File: src/rtl/inst_fetch_pkg.sv
// Shared types and constants for the instruction fetch unit and its optional cache.
// The ICACHE_EN build macro selects the cached variant.
package inst_fetch_pkg;

    localparam int unsigned XLEN         = 32;
    localparam int unsigned ICACHE_IDX_W = 6;
    localparam int unsigned ICACHE_TAG_W = 10;

    localparam logic [XLEN-1:0] ZeroWord = 32'h0000_0000;

    typedef enum logic [1:0] {
        ST_IDLE  = 2'd0,
        ST_FETCH = 2'd1,
        ST_VALID = 2'd2
    } fetch_state_e;

endpackage

File: src/rtl/icache.sv
// Direct-mapped instruction cache: async lookup, single-word fill, resettable valid bits.
// Compiled only when ICACHE_EN is defined.
`ifdef ICACHE_EN
module icache
    import inst_fetch_pkg::*;
(
    input  logic                    clk_in,
    input  logic                    rst_in,
    input  logic [ICACHE_IDX_W-1:0] lookup_idx,
    input  logic [ICACHE_TAG_W-1:0] lookup_tag,
    output logic                    lookup_hit_c,
    output logic [XLEN-1:0]         lookup_data_c,
    input  logic                    fill_en,
    input  logic [ICACHE_IDX_W-1:0] fill_idx,
    input  logic [ICACHE_TAG_W-1:0] fill_tag,
    input  logic [XLEN-1:0]         fill_data
);

    localparam int unsigned DEPTH = 1 << ICACHE_IDX_W;

    logic [DEPTH-1:0]        valid_q;
    logic [ICACHE_TAG_W-1:0] tag_q  [DEPTH];
    logic [XLEN-1:0]         data_q [DEPTH];

    always_ff @(posedge clk_in) begin
        if (rst_in) begin
            valid_q <= '0;
        end else if (fill_en) begin
            valid_q[fill_idx] <= 1'b1;
        end
    end

    // Payload arrays need no reset; the valid bits gate every use.
    always_ff @(posedge clk_in) begin
        if (fill_en) begin
            tag_q[fill_idx]  <= fill_tag;
            data_q[fill_idx] <= fill_data;
        end
    end

    assign lookup_hit_c  = valid_q[lookup_idx] && (tag_q[lookup_idx] == lookup_tag);
    assign lookup_data_c = data_q[lookup_idx];

endmodule
`endif

File: src/rtl/inst_fetch.sv
// Instruction fetch unit: assembles little-endian 32-bit words from a byte-wide memory port.
// Define ICACHE_EN to place a 64-entry direct-mapped cache in front of the byte port.
module inst_fetch
    import inst_fetch_pkg::*;
(
    input  logic            clk_in,
    input  logic            rst_in,
    input  logic            rdy_in,
    input  logic [XLEN-1:0] pc_in,
    input  logic            flush_in,
    input  logic            stall_in,
    output logic            mc_req,
    output logic [XLEN-1:0] mc_addr,
    input  logic            mc_valid,
    input  logic [7:0]      mc_data,
    output logic            inst_valid,
    output logic [XLEN-1:0] inst_out,
    output logic [XLEN-1:0] inst_pc,
    output logic            stall_req
);

    fetch_state_e    state_q, state_d;
    logic [XLEN-1:0] base_q, base_d;
    logic [1:0]      cnt_q, cnt_d;
    logic [23:0]     word_q, word_d;
    logic            accept;
    logic            done;
    logic            hit_c;
    logic [XLEN-1:0] hit_data_c;

    logic            mc_req_d;
    logic [XLEN-1:0] mc_addr_d;
    logic            inst_valid_d;
    logic [XLEN-1:0] inst_out_d;
    logic [XLEN-1:0] inst_pc_d;
    logic            stall_req_d;

`ifdef ICACHE_EN
    icache u_icache (
        .clk_in        (clk_in),
        .rst_in        (rst_in),
        .lookup_idx    (pc_in[ICACHE_IDX_W+1:2]),
        .lookup_tag    (pc_in[ICACHE_IDX_W+ICACHE_TAG_W+1:ICACHE_IDX_W+2]),
        .lookup_hit_c  (hit_c),
        .lookup_data_c (hit_data_c),
        .fill_en       (done),
        .fill_idx      (base_q[ICACHE_IDX_W+1:2]),
        .fill_tag      (base_q[ICACHE_IDX_W+ICACHE_TAG_W+1:ICACHE_IDX_W+2]),
        .fill_data     ({mc_data, word_q})
    );
`else
    assign hit_c      = 1'b0;
    assign hit_data_c = ZeroWord;
`endif

    // State and output registers; reset outranks rdy_in and flush_in.
    always_ff @(posedge clk_in) begin
        if (rst_in) begin
            state_q    <= ST_IDLE;
            base_q     <= ZeroWord;
            cnt_q      <= 2'd0;
            word_q     <= 24'd0;
            mc_req     <= 1'b0;
            mc_addr    <= ZeroWord;
            inst_valid <= 1'b0;
            inst_out   <= ZeroWord;
            inst_pc    <= ZeroWord;
            stall_req  <= 1'b0;
        end else begin
            state_q    <= state_d;
            base_q     <= base_d;
            cnt_q      <= cnt_d;
            word_q     <= word_d;
            mc_req     <= mc_req_d;
            mc_addr    <= mc_addr_d;
            inst_valid <= inst_valid_d;
            inst_out   <= inst_out_d;
            inst_pc    <= inst_pc_d;
            stall_req  <= stall_req_d;
        end
    end

    // Next state; a consumed VALID word behaves as IDLE so fetches run back to back.
    always_comb begin
        state_d = state_q;
        base_d  = base_q;
        cnt_d   = cnt_q;
        word_d  = word_q;
        accept  = 1'b0;
        done    = 1'b0;
        if (flush_in) begin
            state_d = ST_IDLE;
            cnt_d   = 2'd0;
        end else if (rdy_in) begin
            unique case (state_q)
                ST_IDLE:  accept = 1'b1;
                ST_FETCH: begin
                    if (mc_valid) begin
                        cnt_d = cnt_q + 2'd1;
                        case (cnt_q)
                            2'd0:    word_d[7:0]   = mc_data;
                            2'd1:    word_d[15:8]  = mc_data;
                            2'd2:    word_d[23:16] = mc_data;
                            default: begin
                                state_d = ST_VALID;
                                done    = 1'b1;
                            end
                        endcase
                    end
                end
                ST_VALID: accept = !stall_in;
                default:  state_d = ST_IDLE;
            endcase
            if (accept) begin
                base_d  = pc_in;
                cnt_d   = 2'd0;
                state_d = hit_c ? ST_VALID : ST_FETCH;
            end
        end
    end

    // Next output values, decoded from the next state so every output leaves a flop.
    always_comb begin
        mc_req_d     = (state_d == ST_FETCH);
        stall_req_d  = (state_d == ST_FETCH);
        inst_valid_d = (state_d == ST_VALID);
        mc_addr_d    = mc_addr;
        inst_out_d   = inst_out;
        inst_pc_d    = inst_pc;
        if (state_d == ST_FETCH) begin
            mc_addr_d = base_d + XLEN'(cnt_d);
        end
        if (done) begin
            inst_out_d = {mc_data, word_q};
            inst_pc_d  = base_q;
        end else if (accept && hit_c) begin
            inst_out_d = hit_data_c;
            inst_pc_d  = pc_in;
        end
    end

endmodule

File: config.mk
export PLATFORM = sky130hd
export DESIGN_NAME = inst_fetch
export DESIGN_NICKNAME = d
export VERILOG_FILES = /design/src/rtl/inst_fetch_pkg.sv /design/src/rtl/icache.sv /design/src/rtl/inst_fetch.sv
export SDC_FILE = /design/constraint.sdc
export NUM_CORES = 1
export LEC_CHECK = 0
export ABC_AREA = 0
export CAP_MARGIN = 25
export CORE_ASPECT_RATIO = 1.2
export CORE_MARGIN = 2
export CORE_UTILIZATION = 57
export CTS_CLUSTER_DIAMETER = 150
export CTS_CLUSTER_SIZE = 12
export DETAILED_ROUTE_END_ITERATION = 16
export DONT_BUFFER_PORTS = 1
export GPL_TIMING_DRIVEN = 0
export PLACE_DENSITY = 0.75
export SYNTH_ARGS = -nofsm -noshare
export SYNTH_HDL_FRONTEND = slang
export SYNTH_SLANG_ARGS = --single-unit
File: constraint.sdc
create_clock -name clk_in -period 3.7 [get_ports clk_in]
set_clock_uncertainty 0.1 [all_clocks]
set_input_delay 0.925 -clock clk_in [delete_from_list [all_inputs] [get_ports clk_in]]
set_output_delay 0.925 -clock clk_in [all_outputs]
set_load 0.05 [all_outputs]
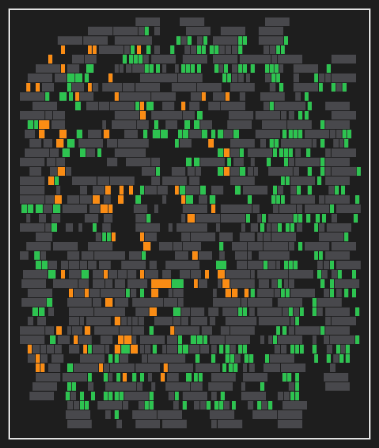
(gate families picked out)
family	colour	cells	most used
NAND gates	green	283	nand2_1
NOR gates	orange	77	nor2_1

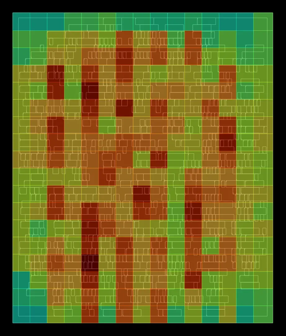
(routing congestion map)
met2 demand-to-capacity share in global routing: 52.9%
global-route met3 utilization: 8.48%
Layout Utilization: 64.7%
met1 layer usage reported by global route: 35.1%

==> COMMIT_EDITMSG <==
Store results of the implementation flow

* Status: completed
- Yosys stat counts between 800 and 900 cells in the synthesized netlist.
* Final wirelength: approximately 20000 um
* Flop area: approximately 0.0032 mm2
- Total design power: roughly 3.9 mW
- Die Footprint: 0.0130 mm2
- The final layout report lists a filler cell count of roughly 1.0k.
- Proportion of cell area occupied by registers: 40.9%
- Number of detailed-route iterations in the first pass: 5
* Height of the chip: between 100 and 150 um
* Number of I/O port buffers: 0
* Clock-cell share of area: roughly 8%
- The floorplan report lists the tap cell count as around 160.
* Number of warnings in the stage logs: 29
- Clock-pin slew on the worst setup and hold paths: ~60 ps
- Crit-path max cell delay: 430 ps
* Setup-failing EPs final: 0
- Non-Clock Buffer Count: about 54
- For this block, the via count after detailed routing is ~6.2k.
- FP Util: 57.7%
- According to the I/O placement log, the pin count is approximately 150.
- Cell Int Power: just under 3 mW
* Inverter tally of the final layout excluding the clock network: 9
* Placed instance area: 0.00710 mm2
- Number of routed nets with antenna violations: 0
- The average instance in the mapped netlist occupies 8.24 um2.
- Synthesis produced around 840 cells.
- Worst slack at placement: -597 ps
* Part of the total power dissipated in combinational logic: approximately 6%
- The clock tree synthesis step divided the H-tree into 4 levels.
- The area recorded from the Yosys report for this design is between 0.006 and 0.007 mm2.
- Initial DRC count: around 420
* Hold slack: ~360 ps
- Flip-flops with a built-in enable: 0
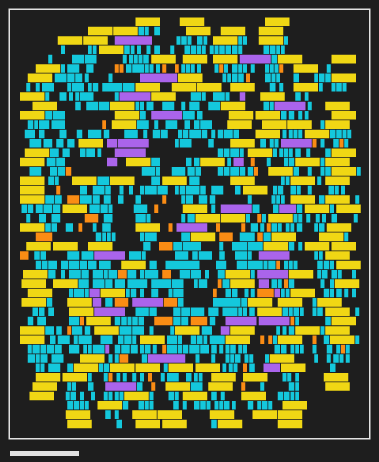
(cell classes on the final placement)
The bar under the picture is 20 um long.
class	colour	cells	share of their area
flip-flops	yellow	158	42%
clock drivers and dummy loads	purple	32	8.2%
all other logic	cyan	624	46%
other buffers and delay cells	orange	54	4.1%

==> cell families after synthesis <==
kind of cell | Yosys count | share of synthesized area (%)
multiplexers | 43 | 6.37
buffers and inverters | 63 | 4.94
AND-OR/OR-AND | 165 | 14.9
adder cells (fa/ha/maj) | 7 | 1.38
flip-flops | 158 | 45.9
XOR/XNOR | 10 | 1.27
AND/OR/NAND/NOR | 390 | 25.3
==> registers in the layout (all words and copies together) (netlist names) <==
signal and count:
inst_valid 1, inst_out 32, cnt_q 2, word_q 24, inst_pc 32, state_q 2
base_q 32, stall_req 1, mc_addr 32
==> worst max-delay path, delay by kind of cell <==
kind            cells  cell delay, ps
simple gates        6            1020
buf+inv             3             520
compound gates      3             630
fa+ha+maj           2             650
==> timing repair <==
action | 4_1_cts | 5_1_grt
setup endpoints to repair | 4 | 3
resized | 1 | 4
buffers inserted | 1 | 0
pin swaps | 1 | 0
==> power by group through the flow <==
| stage | combinational, mW | clock (mW) | sequential (mW) |
|---|---|---|---|
| 2_1_floorplan | 0.173 | 0 | 1.84 |
| 3_3_place_gp | 0.224 | 0 | 1.85 |
| 3_5_place_dp | 0.229 | 0 | 1.85 |
| 4_1_cts | 0.232 | 1.82 | 1.82 |
| 5_1_grt | 0.256 | 1.89 | 1.82 |
| 6_report | 0.236 | 1.81 | 1.82 |
==> placed cells by master, fill, tap and decap left out, types with 4 or more instances in the layout <==
cell type / instances
sky130_fd_sc_hd__nor3_1: 17
sky130_fd_sc_hd__or4_1: 5
sky130_fd_sc_hd__and2_1: 7
sky130_fd_sc_hd__and4_1: 6
sky130_fd_sc_hd__inv_1: 7
sky130_fd_sc_hd__mux2i_1: 36
sky130_fd_sc_hd__o21ai_0: 10
sky130_fd_sc_hd__buf_4: 4
sky130_fd_sc_hd__and3_1: 7
sky130_fd_sc_hd__buf_6: 5
sky130_fd_sc_hd__xnor2_1: 5
sky130_fd_sc_hd__nand2_1: 229
sky130_fd_sc_hd__nand3_1: 36
sky130_fd_sc_hd__mux2_2: 7
sky130_fd_sc_hd__buf_1: 9
sky130_fd_sc_hd__ha_1: 6
sky130_fd_sc_hd__nand4_1: 15
sky130_fd_sc_hd__xor2_1: 5
sky130_fd_sc_hd__a31oi_1: 7
sky130_fd_sc_hd__clkbuf_16: 17
sky130_fd_sc_hd__o211ai_1: 10
sky130_fd_sc_hd__clkbuf_1: 30
sky130_fd_sc_hd__a311o_1: 4
sky130_fd_sc_hd__a21oi_1: 104
sky130_fd_sc_hd__clkbuf_8: 5
sky130_fd_sc_hd__dfxtp_1: 158
sky130_fd_sc_hd__nor4_1: 15
sky130_fd_sc_hd__nor2_1: 43
==> final timing paths <==
check	slack, ps	from	cells after the start	end
max	210	flush_in	14	mc_addr[24]
max reg2reg	280	state_q[1]	14	mc_addr[24]
min reg2reg	360	word_q[11]	2	inst_out[11]
min	360	word_q[11]	2	inst_out[11]
==> per-layer routing <==
layer	vias to the layer above	part of all wire [%]	track usage (%)	wire (um)
met1	2943	39	35.1	7740
li1	2962	-	-	-
met2	277	50	52.9	9920
met5	-	0	0	0
met3	56	8.1	8.48	1610
met4	0	3.0	11.4	588
Power and IR drop assume default switching activity.
